### Routed clock nets over the placement, run 1

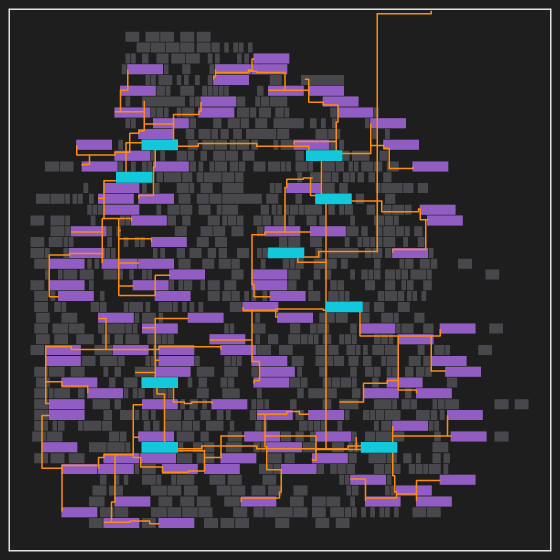
### Nets reached from selected ports, run 1

Scale bar: 50 um.
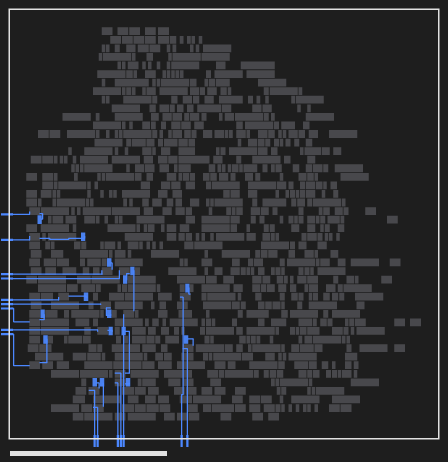
### Metal 1, run 1

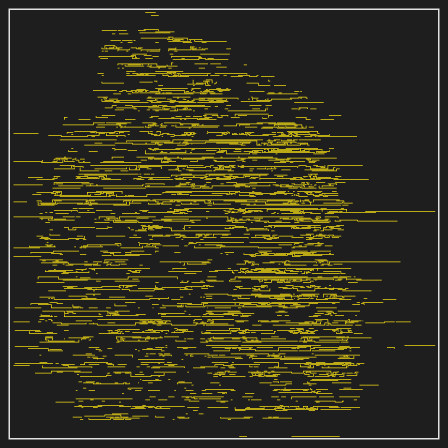
<file path="config.mk">
export PLATFORM = sky130hd
export DESIGN_NAME = slink_bist_seq
export DESIGN_NICKNAME = d
export VERILOG_FILES = /design/src/rtl/slink_bist_seq_pkg.sv /design/src/rtl/slink_bist_seq.sv
export SDC_FILE = /design/constraint.sdc
export NUM_CORES = 1
export LEC_CHECK = 0
export CAP_MARGIN = 0
export CORE_MARGIN = 5
export CORE_UTILIZATION = 40
export CTS_CLUSTER_DIAMETER = 150
export CTS_CLUSTER_SIZE = 8
export DETAILED_ROUTE_END_ITERATION = 10
export PLACE_DENSITY = 0.71
export SYNTH_ARGS = -nofsm -noshare
export SYNTH_HDL_FRONTEND = slang
export SYNTH_SLANG_ARGS = --single-unit
</file>
<file path="constraint.sdc">
create_clock -name clk -period 3.4 [get_ports clk]
set_clock_uncertainty 0.2 [all_clocks]
set_input_delay 0.51 -clock clk [delete_from_list [all_inputs] [get_ports clk]]
set_output_delay 0.51 -clock clk [all_outputs]
set_load 0.01 [all_outputs]
</file>
<file path="src/rtl/slink_bist_seq_pkg.sv">
// -----------------------------------------------------------------------------
// slink_bist_seq_pkg
// Shared definitions for the S-Link BIST sequencer: the payload-mode code
// table (mode index -> 4-bit checker payload code), the number of swept
// modes, the mode-index width and the sequencer state encoding.
// -----------------------------------------------------------------------------
package slink_bist_seq_pkg;

  localparam int NUM_BIST_MODES = 5;
  // Wide enough to hold NUM_BIST_MODES itself, which marks "past the last mode".
  localparam int BIST_IDX_W     = $clog2(NUM_BIST_MODES + 1);

  // Payload codes understood by the RX BIST checker and the TX BIST generator.
  localparam logic [3:0] BIST_PAYLOAD_PRBS7  = 4'h1;
  localparam logic [3:0] BIST_PAYLOAD_PRBS15 = 4'h2;
  localparam logic [3:0] BIST_PAYLOAD_PRBS23 = 4'h3;
  localparam logic [3:0] BIST_PAYLOAD_PRBS31 = 4'h4;
  localparam logic [3:0] BIST_PAYLOAD_COUNT  = 4'h8;

  typedef enum logic [3:0] {
    ST_IDLE,
    ST_SEL,
    ST_CLR,
    ST_LOCK,
    ST_RUN,
    ST_SMP,
    ST_FAIL,
    ST_DIS,
    ST_FIN
  } seq_state_e;

  function automatic logic [3:0] bist_payload_code(input logic [BIST_IDX_W-1:0] idx);
    logic [3:0] code;
    case (idx)
      BIST_IDX_W'(0): code = BIST_PAYLOAD_PRBS7;
      BIST_IDX_W'(1): code = BIST_PAYLOAD_PRBS15;
      BIST_IDX_W'(2): code = BIST_PAYLOAD_PRBS23;
      BIST_IDX_W'(3): code = BIST_PAYLOAD_PRBS31;
      BIST_IDX_W'(4): code = BIST_PAYLOAD_COUNT;
      default:        code = 4'h0;
    endcase
    return code;
  endfunction

endpackage

</file>
<file path="src/rtl/slink_bist_seq.sv">
// -----------------------------------------------------------------------------
// slink_bist_seq
// Sequencer for the S-Link RX BIST checker (bist_en also mirrors to the TX
// generator). A start pulse sweeps every payload mode enabled in mode_mask:
// clear errors, enable, wait for lock, dwell pkt_count packets, sample the
// error count, disable. Per-mode fail bits and an overall pass are reported at
// the done pulse.
//
// Ports
//   clk, reset            clock, asynchronous active-high reset
//   start, abort          run request pulse / abort level
//   mode_mask             modes to run (sampled at start)
//   pkt_count             packets per mode (0 behaves as 1)
//   err_thresh            a mode passes when errors <= err_thresh
//   lock_timeout          cycles allowed for lock (0 = wait forever)
//   rx_sop, bist_errors,
//   bist_locked, bist_unrec  checker status
//   bist_en, bist_reset,
//   bist_mode_payload     checker controls
//   busy, done, pass      run status (done is a 1-cycle pulse, pass valid at done)
//   fail_mask             per-mode failure bits
//   last_errors           error count captured for the most recent mode
// -----------------------------------------------------------------------------
module slink_bist_seq
  import slink_bist_seq_pkg::*;
#(
  parameter int SETTLE_CYCLES = 4,
  parameter int NUM_MODES     = NUM_BIST_MODES
) (
  input  logic                 clk,
  input  logic                 reset,
  input  logic                 start,
  input  logic                 abort,
  input  logic [NUM_MODES-1:0] mode_mask,
  input  logic [15:0]          pkt_count,
  input  logic [15:0]          err_thresh,
  input  logic [15:0]          lock_timeout,
  input  logic                 rx_sop,
  input  logic [15:0]          bist_errors,
  input  logic                 bist_locked,
  input  logic                 bist_unrec,
  output logic                 bist_en,
  output logic                 bist_reset,
  output logic [3:0]           bist_mode_payload,
  output logic                 busy,
  output logic                 done,
  output logic                 pass,
  output logic [NUM_MODES-1:0] fail_mask,
  output logic [15:0]          last_errors
);

  localparam logic [15:0] SETTLE_LAST = 16'(SETTLE_CYCLES - 1);

  seq_state_e             state_q, state_d;
  logic [BIST_IDX_W-1:0]  idx_q, idx_d;
  logic [15:0]            cnt_q, cnt_d;        // settle / lock-timeout / sop counter
  logic [NUM_MODES-1:0]   mask_q, mask_d;
  logic [15:0]            target_q, target_d;  // packets per mode, already max(pkt_count,1)
  logic [15:0]            thresh_q, thresh_d;
  logic [15:0]            tmo_q, tmo_d;
  logic                   aborted_q, aborted_d;

  logic                   bist_en_q, bist_en_d;
  logic                   bist_reset_q, bist_reset_d;
  logic [3:0]             payload_q, payload_d;
  logic                   busy_q, busy_d;
  logic                   done_q, done_d;
  logic                   pass_q, pass_d;
  logic [NUM_MODES-1:0]   fail_mask_q, fail_mask_d;
  logic [15:0]            last_errors_q, last_errors_d;

  logic                   sel_found;
  logic [BIST_IDX_W-1:0]  sel_idx;

  // Lowest enabled mode at or above the current index; scanning downwards
  // lets the lowest match overwrite any higher one.
  always_comb begin
    sel_found = 1'b0;
    sel_idx   = '0;
    for (int i = NUM_MODES - 1; i >= 0; i--) begin
      if (mask_q[i] && (BIST_IDX_W'(i) >= idx_q)) begin
        sel_found = 1'b1;
        sel_idx   = BIST_IDX_W'(i);
      end
    end
  end

  // NOTE: every signal assigned here gets its default first, so no path
  // through the case can leave one unassigned and infer a latch.
  always_comb begin
    state_d       = state_q;
    idx_d         = idx_q;
    cnt_d         = cnt_q;
    mask_d        = mask_q;
    target_d      = target_q;
    thresh_d      = thresh_q;
    tmo_d         = tmo_q;
    aborted_d     = aborted_q;
    bist_en_d     = bist_en_q;
    bist_reset_d  = bist_reset_q;
    payload_d     = payload_q;
    busy_d        = busy_q;
    done_d        = 1'b0;
    pass_d        = pass_q;
    fail_mask_d   = fail_mask_q;
    last_errors_d = last_errors_q;

    case (state_q)
      ST_IDLE: begin
        if (start) begin
          if (mode_mask != '0) begin
            mask_d      = mode_mask;
            target_d    = (pkt_count == 16'd0) ? 16'd1 : pkt_count;
            thresh_d    = err_thresh;
            tmo_d       = lock_timeout;
            fail_mask_d = '0;
            aborted_d   = 1'b0;
            idx_d       = '0;
            busy_d      = 1'b1;
            pass_d      = 1'b0;
            state_d     = ST_SEL;
          end else begin
            // Empty mask: report an immediate failed run without going busy.
            done_d = 1'b1;
            pass_d = 1'b0;
          end
        end
      end

      ST_SEL: begin
        if (sel_found) begin
          idx_d        = sel_idx;
          payload_d    = bist_payload_code(sel_idx);
          bist_reset_d = 1'b1;
          cnt_d        = '0;
          state_d      = ST_CLR;
        end else begin
          state_d = ST_FIN;
        end
      end

      ST_CLR: begin
        if (cnt_q == SETTLE_LAST) begin
          bist_reset_d = 1'b0;
          bist_en_d    = 1'b1;
          cnt_d        = '0;
          state_d      = ST_LOCK;
        end else begin
          cnt_d = cnt_q + 16'd1;
        end
      end

      ST_LOCK: begin
        if (bist_unrec) begin
          state_d = ST_FAIL;
        end else if (bist_locked) begin
          cnt_d   = '0;
          state_d = ST_RUN;
        end else if (tmo_q != 16'd0) begin
          if (cnt_q == tmo_q) state_d = ST_FAIL;
          else                cnt_d   = cnt_q + 16'd1;
        end
      end

      ST_RUN: begin
        // Unrecoverable or lost lock wins over a coincident final sop.
        if (bist_unrec || !bist_locked) begin
          state_d = ST_FAIL;
        end else if (rx_sop) begin
          if (cnt_q == target_q - 16'd1) begin
            cnt_d   = '0;
            state_d = ST_SMP;
          end else begin
            cnt_d = cnt_q + 16'd1;
          end
        end
      end

      ST_SMP: begin
        // Dwell so the checker's last error update has crossed its sync.
        if (cnt_q == SETTLE_LAST) begin
          last_errors_d = bist_errors;
          if (bist_errors > thresh_q) fail_mask_d[idx_q] = 1'b1;
          bist_en_d = 1'b0;
          cnt_d     = '0;
          state_d   = ST_DIS;
        end else begin
          cnt_d = cnt_q + 16'd1;
        end
      end

      ST_FAIL: begin
        fail_mask_d[idx_q] = 1'b1;
        last_errors_d      = bist_errors;
        bist_en_d          = 1'b0;
        cnt_d              = '0;
        state_d            = ST_DIS;
      end

      ST_DIS: begin
        if (cnt_q == SETTLE_LAST) begin
          cnt_d = '0;
          if (aborted_q || abort) begin
            state_d = ST_FIN;
          end else begin
            idx_d   = idx_q + BIST_IDX_W'(1);
            state_d = ST_SEL;
          end
        end else begin
          cnt_d = cnt_q + 16'd1;
        end
      end

      ST_FIN: begin
        busy_d  = 1'b0;
        done_d  = 1'b1;
        pass_d  = (fail_mask_q == '0) && !aborted_q;
        state_d = ST_IDLE;
      end

      default: state_d = ST_IDLE;
    endcase

    // Abort overrides the per-state decision everywhere except IDLE and FIN.
    // DIS keeps counting so the checker still gets its full disable time.
    if (abort && (state_q inside {ST_SEL, ST_CLR, ST_LOCK, ST_RUN, ST_SMP, ST_FAIL, ST_DIS})) begin
      aborted_d = 1'b1;
      if (state_q != ST_DIS) begin
        bist_en_d    = 1'b0;
        bist_reset_d = 1'b0;
        cnt_d        = '0;
        state_d      = ST_DIS;
      end
    end
  end

  // NOTE: state registers use non-blocking assignments so every register
  // samples the values from before this edge; the reset is asynchronous,
  // so outputs clear as soon as reset rises, not at the next clock.
  always_ff @(posedge clk or posedge reset) begin
    if (reset) begin
      state_q       <= ST_IDLE;
      idx_q         <= '0;
      cnt_q         <= '0;
      mask_q        <= '0;
      target_q      <= '0;
      thresh_q      <= '0;
      tmo_q         <= '0;
      aborted_q     <= 1'b0;
      bist_en_q     <= 1'b0;
      bist_reset_q  <= 1'b0;
      payload_q     <= '0;
      busy_q        <= 1'b0;
      done_q        <= 1'b0;
      pass_q        <= 1'b0;
      fail_mask_q   <= '0;
      last_errors_q <= '0;
    end else begin
      state_q       <= state_d;
      idx_q         <= idx_d;
      cnt_q         <= cnt_d;
      mask_q        <= mask_d;
      target_q      <= target_d;
      thresh_q      <= thresh_d;
      tmo_q         <= tmo_d;
      aborted_q     <= aborted_d;
      bist_en_q     <= bist_en_d;
      bist_reset_q  <= bist_reset_d;
      payload_q     <= payload_d;
      busy_q        <= busy_d;
      done_q        <= done_d;
      pass_q        <= pass_d;
      fail_mask_q   <= fail_mask_d;
      last_errors_q <= last_errors_d;
    end
  end

  assign bist_en           = bist_en_q;
  assign bist_reset        = bist_reset_q;
  assign bist_mode_payload = payload_q;
  assign busy              = busy_q;
  assign done              = done_q;
  assign pass              = pass_q;
  assign fail_mask         = fail_mask_q;
  assign last_errors       = last_errors_q;

endmodule

</file>
==> impl_metrics.csv, run 1 <==
group,metric,value,unit
job,cap_viol_max_count,0,
sta,final_hold_viol_count,0,
synth,ff_type,"dfrtp_1",
outcome,status,"completed",
sta,fin_ws,0.505,ns
clock_tree,hold_buffers,0,
synth,synth.avg_cell_area,8.75,sq um
clock_tree,clock-root-buffer,"clkbuf_16",
clock_tree,cts_sinks,107,
routing,drt_iter0_drc,595,
routing,wl_per_cell,16.2,um
synth,synth-seq-cells,107,
synth,synth_chip_area,6340,sq um
die,fp-utilization,40.4,%
clock_tree,cts-buffers-inserted,9,
sta,finalCritPeriodShare,85.1,%
die,die-height,136,um
synth,common_cells,"166 x nand2_1, 107 x dfrtp_1, 46 x o21ai_0",
sta,worst_pin_slew,0.775,ns
layout,final-comb-area,3380,sq um
worst_setup_path,crit_type,"reg -> reg",
clock_tree,htree_num_levels,3,
pwr,vdd_drop_max,0.385,mV
clock_tree,clockBufferDepth,2,
layout,fillCellCount,1471,
synth,syn_inst,725,
sta,fmax,345,MHz
global_route,antenna_found_initial,0,
global_route,grt_pass1_vias,5584,
Notes on 'Routed clock nets over the placement' above:
- purple: flip-flops (count 107)
- cyan: clock drivers (count 9)
- orange: clock wires (length 1390 um)
- routed clock nets: 10
- flops lie: all over the die

Notes on 'Nets reached from selected ports' above:
- blue: err_thresh (bits 16; direction input; edge 9 left, 7 bottom; end cells 16; buffers 16; wire 458 um)

Notes on 'Metal 1' above:
- share of all routed wire: 47%
- longest straight run: 45.2 um
- wire length on this layer: 7880 um
- nets with wire on the layer: 842
- main direction: horizontal
Vias: 5634
final wirelength: 16.9 mm
GR Util met1: 27.1%

-- run 1: metrics by stage --
stage / utilization (%) / hold WS, ns / power, mW / std cells
6_report: 50.8 / 0.297 / 5.76 / 1042
5_1_grt: 50.8 / 0.330 / 6.18 / 1042
4_1_cts: 50.8 / 0.307 / 5.78 / 1042
3_5_place_dp: 48.7 / 0.287 / 4.59 / 1026
3_3_place_gp: 48.7 / 0.273 / 4.54 / 1026
2_1_floorplan: - / 0.250 / 3.66 / 725
-- run 1: logic make-up (layout without fill, tap and decap cells) --
family | count (synthesis) | count (layout) | synth area share [%]
compound gates | 145 | 145 | 16.1
fa+ha+maj | 21 | 21 | 4.14
buf+inv | 68 | 169 | 4.56
mux | 17 | 17 | 3.02
xor+xnor | 42 | 42 | 5.80
flops | 107 | 107 | 42.2
simple gates | 325 | 325 | 24.2
-- run 1: layer usage --
layer  routed length (um)  part of all wire, %  GRT usage (%)  up-vias
li1                     -                    -              -     2755
met1                 7880                   47           27.1     2696
met2                 7750                   46           29.8      166
met3                 1060                  6.3           4.70       17
met4                  187                  1.1           4.93        0
met5                    0                    0              0        -
-- run 1: registers in the layout (all words and copies together) (netlist names), 3 cells and up --
name	cells
bist_mode_payload	4
cnt_q	16
fail_mask	5
idx_q	3
last_errors	16
mask_q	5
state_q	4
target_q	16
thresh_q	16
tmo_q	16
-- run 1: worst max-delay path, cell delays in order (launching register included) --
cell,delay (ns)
dfrtp_1,0.44
inv_1,0.09
ha_1,0.24
nor2b_1,0.31
nand3_1,0.14
xnor2_1,0.18
a2111oi_4,0.49
a31oi_4,0.26
a221oi_1,0.34
o31ai_1,0.10
-- run 1: cell usage in the layout, fill, tap and decap left out, types with 6 or more instances in the layout --
cell type / count
a21o_1: 12
a21oi_1: 17
a31oi_1: 10
and2_1: 6
and3_1: 10
buf_4: 14
clkbuf_16: 9
clkdlybuf4s50_1: 105
dfrtp_1: 107
ha_1: 21
inv_1: 31
mux2_2: 17
nand2_1: 166
nand2b_1: 7
nand3_1: 27
nand4_1: 13
nor2_1: 32
nor2b_1: 10
nor3_1: 19
nor4_1: 18
o21ai_0: 46
o21ai_1: 6
o221ai_1: 6
xnor2_1: 12
xor2_1: 30
-- run 1: final timing paths --
check,slack [ns],start,cells after the start,endpoint
max,0.51,target_q[0]$_DFFE_PP0P_,9,cnt_q[13]$_DFF_PP0_
min,0.30,bist_mode_payload[3]$_DFFE_PP0P_,1,bist_mode_payload[3]$_DFFE_PP0P_
max reg2reg,0.51,target_q[0]$_DFFE_PP0P_,9,cnt_q[13]$_DFF_PP0_
min reg2reg,0.30,bist_mode_payload[3]$_DFFE_PP0P_,1,bist_mode_payload[3]$_DFFE_PP0P_
max in group asynchronous,1.99,reset,3,cnt_q[13]$_DFF_PP0_
min in group asynchronous,0.34,reset,2,last_errors[15]$_DFFE_PP0P_
-- run 1: layout make-up --
type,count,area share [%]
Clock inverter,3,0.863
Timing Repair Buffer,121,15.0
Inverter,32,1.55
Sequential cell,107,33.6
Clock buffer,13,3.26
Multi-Input combinational cell,550,42.4
Tap cell,216,3.39
-- run 1: power by group --
group,switching [mW],internal (mW)
Sequential,0.374,1.67
Clock,0.479,0.690
Combinational,1.35,1.19
### Placed cells, one colour a class, run 1

Fill, decap, tap and diode cells in grey.
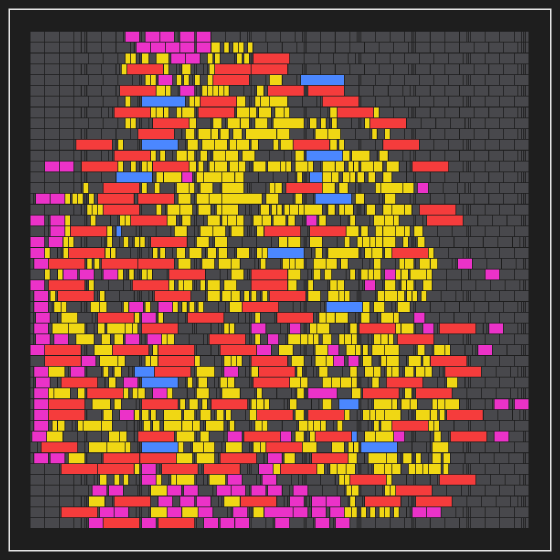

==> run 2, diff against run 1 <==
--- a/config.mk
+++ b/config.mk
@@ -6,7 +6,6 @@
 export NUM_CORES = 1
 export LEC_CHECK = 0
 export CAP_MARGIN = 0
-export CORE_MARGIN = 5
 export CORE_UTILIZATION = 40
 export CTS_CLUSTER_DIAMETER = 150
 export CTS_CLUSTER_SIZE = 8
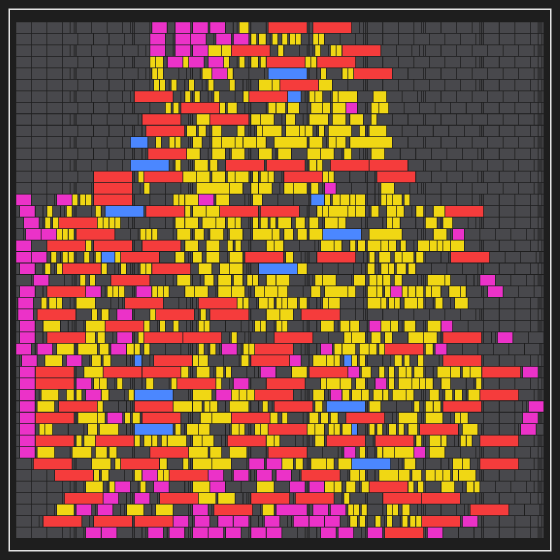
*Placed cells, one colour a class, run 2*
Fill, decap, tap and diode cells in grey.
- yellow: combinational and other logic (cells 582)
- magenta: remaining buffers and delay cells (cells 120)
- blue: clock drivers and dummy loads (cells 16)
- red: sequential cells (cells 107)
core area: 15300 sq um
Seq/total area: 33.9%
row count: 45
post-layout util: 51.6%

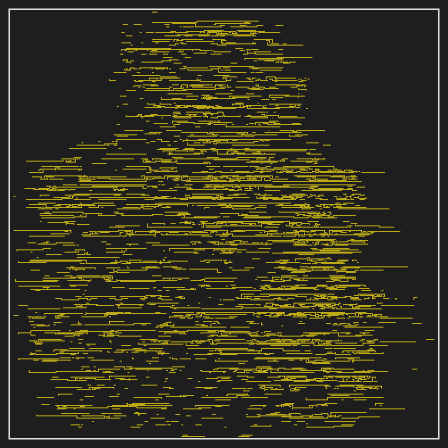
*Metal 1, run 2*
- main direction: horizontal
- longest straight run: 39.6 um
- wire length on this layer: 7740 um

==> run 2 against run 1 <==
Effect of this change: sequential share of layout area rose by 0.34 points; core utilization increased by 0.80 points; largest cell class unchanged; highest routed layer unchanged; register-to-register slack about the same.
==> impl_metrics.csv, run 2 <==
group,metric,value,unit
clock_tree,hold_buffers,0,
clock_tree,clockBufferDepth,2,
sta,fin_ws,0.513,ns
worst_setup_path,worstReg2RegEnd,"cnt_q[13]$_DFF_PP0_",
synth,synthAdderAreaFrac,4.14,%
routing,drt_iter0_drc,348,
layout,post_layout_nonfiller_instances,1036,
layout,lay_top_cells,"166 x nand2_1, 107 x dfrtp_1, 105 x clkdlybuf4s50_1, 46 x o21ai_0, 32 x nor2_1",
worst_setup_path,r2r-start,"target_q[0]$_DFFE_PP0P_",
worst_setup_path,r2r_slack,0.51,ns
synth,simple_gate_share,24.2,%
worst_setup_path,cp_cell_sequence,"inv_1, ha_1, nor2b_1, nand3_1, xnor2_1, a2111oi_4, a31oi_4, a221oi_1, o31ai_1",
pwr,vdd_drop_max,0.346,mV
sta,fmax,346,MHz
sta,finalHoldWorstSlack,0.291,ns
outcome,status,"completed",
pwr,p_total,5.57,mW
global_route,antenna_found_initial,0,
clock_tree,htree_num_levels,3,
clock_tree,cts_sinks,107,
layout,fillCellCount,1468,
sta,worst_pin_slew,0.729,ns
min_path,hp-start,"last_errors[0]$_DFFE_PP0P_",
job,cap_viol_max_count,0,
die,fp-utilization,41.4,%
synth,xor_share,5.80,%
synth,synth_chip_area,6340,sq um
min_path,worstHoldPathCells,2,
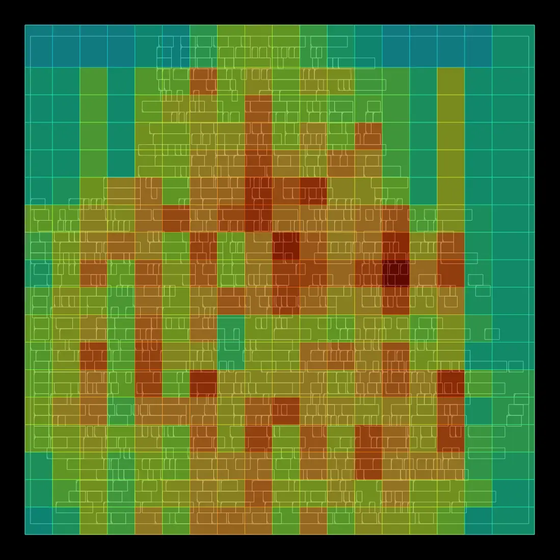
*Routing congestion map, run 2*
gr usage total: 21.0%
routed length per placed instance: 15.8 um
GRT busiest layer: met2
GR Util met1: 30.2%

run 2: cell types whose count changed in the layout (fill, tap and decap cells not counted):
cell | previous run | this run
buf_12 | 2 | 1
bufinv_16 | 2 | 0
clkbuf_1 | 2 | 1
clkbuf_8 | 2 | 0
clkinv_2 | 0 | 2
clkinv_4 | 0 | 1
inv_6 | 1 | 2
inv_8 | 0 | 1
run 2: worst max path at each step:
stage,to,slack (ns),depth (start not counted)
CTS,cnt_q[13]$_DFF_PP0_,0.51,9
global route,cnt_q[10]$_DFF_PP0_,0.30,9
finish,cnt_q[13]$_DFF_PP0_,0.51,9
detailed placement,fail_mask[3]$_DFFE_PP0P_,0.24,9
global placement,fail_mask[0]$_DFFE_PP0P_,0.29,9
floorplan,cnt_q[3]$_DFF_PP0_,0.86,9
run 2: worst max-delay path: cells and delay by family (launching register included):
| family | cells | cell delay (ns) |
|---|---|---|
| simple gates | 2 | 0.44 |
| buf+inv | 1 | 0.08 |
| compound gates | 4 | 1.16 |
| flops | 1 | 0.45 |
| xor+xnor | 1 | 0.21 |
| fa+ha+maj | 1 | 0.25 |
run 2: layer usage:
layer	wire, um	up-vias	share of wire [%]	GRT usage, %
met3	1060	14	6.5	3.84
met4	178	0	1.1	6.16
met2	7370	174	45	32.1
li1	-	2743	-	-
met5	0	-	0	0
met1	7740	2676	47	30.2
run 2: layout make-up:
| type | count | area, sq um | area share [%] |
|---|---|---|---|
| clock buffers | 10 | 229 | 2.90 |
| repair buffers | 120 | 1180 | 14.9 |
| well taps | 211 | 264 | 3.34 |
| inverters | 32 | 124 | 1.57 |
| clock inverters | 6 | 47.5 | 0.602 |
| flip-flops and latches | 107 | 2680 | 33.9 |
| multi-input cells | 550 | 3380 | 42.8 |
run 2: kinds of logic after synthesis:
| kind of cell | after synthesis |
|---|---|
| AND-OR/OR-AND | 145 |
| multiplexers | 17 |
| buffers and inverters | 68 |
| XOR/XNOR | 42 |
| adder cells (fa/ha/maj) | 21 |
| flip-flops | 107 |
| AND/OR/NAND/NOR | 325 |
run 2: report_power, final:
part | switching, mW | total (mW) | leakage (nW) | internal (mW)
Clock | 0.501 | 1.01 | 0.139 | 0.507
Sequential | 0.383 | 2.06 | 1.33 | 1.67
Combinational | 1.32 | 2.51 | 2.13 | 1.19
Total | 2.21 | 5.57 | 3.60 | 3.37
Power figures rest on the tool's default switching activity, not on a simulated workload.
